[config.mk]
export PLATFORM = sky130hd
export DESIGN_NAME = down_counter8
export DESIGN_NICKNAME = d
export VERILOG_FILES = /design/src/rtl/down_counter8_pkg.sv /design/src/rtl/seg7_decode3.sv /design/src/rtl/down_counter8.sv
export SDC_FILE = /design/constraint.sdc
export NUM_CORES = 1
export LEC_CHECK = 0
export ABC_CLOCK_PERIOD_IN_PS = 3200
export CAP_MARGIN = 20
export CORE_MARGIN = 1.5
export CORE_UTILIZATION = 60
export CTS_CLUSTER_SIZE = 20
export DETAILED_ROUTE_END_ITERATION = 16
export GPL_TIMING_DRIVEN = 0
export PLACE_DENSITY = 0.88
export SLEW_MARGIN = 10
export SYNTH_ARGS = -nofsm -noshare
export SYNTH_HDL_FRONTEND = slang
export SYNTH_SLANG_ARGS = --single-unit
[constraint.sdc]
create_clock -name CLK -period 3.2 [get_ports CLK]
set_input_delay 0.8 -clock CLK [delete_from_list [all_inputs] [get_ports CLK]]
set_output_delay 0.8 -clock CLK [all_outputs]
set_load 0.05 [all_outputs]
[src/rtl/down_counter8_pkg.sv]
// down_counter8_pkg: widths and active-low 7-segment table shared by the down_counter8 slice.
package down_counter8_pkg;
    localparam int PRE_W = 32;
    localparam int CNT_W = 3;
    localparam logic [6:0] SEG_0 = 7'b1000000;
    localparam logic [6:0] SEG_1 = 7'b1111001;
    localparam logic [6:0] SEG_2 = 7'b0100100;
    localparam logic [6:0] SEG_3 = 7'b0110000;
    localparam logic [6:0] SEG_4 = 7'b0011001;
    localparam logic [6:0] SEG_5 = 7'b0010010;
    localparam logic [6:0] SEG_6 = 7'b0000010;
    localparam logic [6:0] SEG_7 = 7'b1111000;
    localparam logic [7:0][6:0] SEG_TABLE = {SEG_7, SEG_6, SEG_5, SEG_4, SEG_3, SEG_2, SEG_1, SEG_0};
endpackage

[src/rtl/seg7_decode3.sv]
// seg7_decode3: combinational 3-bit value to active-low 7-segment pattern (bit 0 = a, bit 6 = g).
module seg7_decode3
    import down_counter8_pkg::*;
(
    input  logic [CNT_W-1:0] q,
    output logic [6:0]       seg
);
    assign seg = SEG_TABLE[q];
endmodule

[src/rtl/down_counter8.sv]
// down_counter8: prescaled 3-bit down counter with load, borrow pulse and 7-segment output.
// Define DOWN_COUNTER8_AUTOSTOP_EN for one-shot mode (stops at 0 instead of wrapping).
module down_counter8
    import down_counter8_pkg::*;
#(
    parameter int unsigned DIV_TIMES = 100000000
) (
    input  logic             CLK,
    input  logic             rst,
    input  logic             iEn,
    input  logic             iLoad,
    input  logic [CNT_W-1:0] iPreset,
    output logic [CNT_W-1:0] oQ,
    output logic             oBorrow,
    output logic [6:0]       oDisplay
);
    localparam logic [PRE_W-1:0] LAST = PRE_W'(DIV_TIMES - 1);

    logic [PRE_W-1:0] pre;
    logic             tick;
    logic             borrow_next;
    logic [CNT_W-1:0] q_next;

    assign tick = iEn && !iLoad && pre == LAST;

`ifdef DOWN_COUNTER8_AUTOSTOP_EN
    assign borrow_next = tick && oQ == CNT_W'(1);
    assign q_next      = (oQ == '0) ? oQ : oQ - 1'b1;
`else
    assign borrow_next = tick && oQ == '0;
    assign q_next      = oQ - 1'b1;
`endif

    always_ff @(posedge CLK or posedge rst) begin
        if (rst) begin
            pre     <= '0;
            oQ      <= '0;
            oBorrow <= 1'b0;
        end else begin
            oBorrow <= borrow_next;
            if (iLoad) begin
                oQ  <= iPreset;
                pre <= '0;
            end else if (iEn) begin
                pre <= tick ? '0 : pre + 1'b1;
                if (tick)
                    oQ <= q_next;
            end
        end
    end

    seg7_decode3 u_seg (
        .q   (oQ),
        .seg (oDisplay)
    );
endmodule

==> run summary <==
status: complete, no violations
drt initial violations: 140
hpwl dp: 3.45 mm
Core Rows: 21
Synth top area share: 41.5%
Mux area share: 1.50%
final core utilization: 72.5%
critical path data arrival time: 2240 ps
DR WL met2: 2.14 mm
setup bufs post-CTS: 0
cell family with most CP delay: buffers and inverters
Hold-fix buffers, CTS: 0
Layout area overhead: 14.0%
final hold violations: 0
Ys Warns: 0
Logic family by area: simple AND/OR/NAND/NOR gates
post-placement worst setup slack: 100 ps
Worst setup SP type: register
Final Critical Period: 3040 ps
buffer share of cell area: 8.64%
multi-input gates: 183
first-pass detailed-route iteration total: 4
Floorplan Nets: 248
Hold Path Depth: 1
layer with the highest usage: met2
HP Start: pre[0]$_DFFE_PP0P_
Global Route Usage Sum: 27.0%
worst path required time: 2400 ps
P_comb: 0.151 mW
end of the critical path: oDisplay[3]
Comb area: 0.00119 sq mm
largest class: multi-input combinational cells
Reg area: 901 sq um
Worst Hold End: pre[0]$_DFFE_PP0P_
layout cells sized above 1: 10.8%
dpl cells: 298
worst r2r path cells: 6
cell type with the largest total area: dfrtp_1
### PDN straps and rails

(6 px per micron) Pins as bars on the die edge.
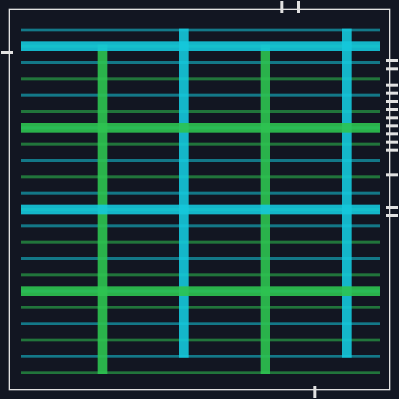
| color | net |
|---|---|
| cyan | VDD |
| green | VSS |
met5 straps: 4
rows: 21
signal pins: 18
worst vdd ir: 0.273 mV
Die Y: 63.2 microns
core area: 0.00342 sq mm

### Placement by cell class

(4 px per micron) Fill, decap, tap and diode cells in gray.
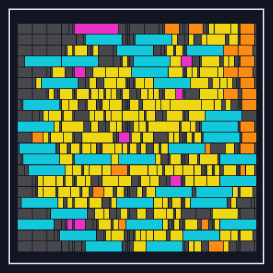
| color | class | cells | share of their area |
|---|---|---|---|
| magenta | clock drivers and dummy loads | 8 | 3.2% |
| orange | remaining buffers and delay cells | 24 | 8.8% |
| yellow | remaining logic cells | 192 | 51% |
| cyan | registers | 36 | 37% |

No activity file was given, so power comes from the tool's default toggle rates.
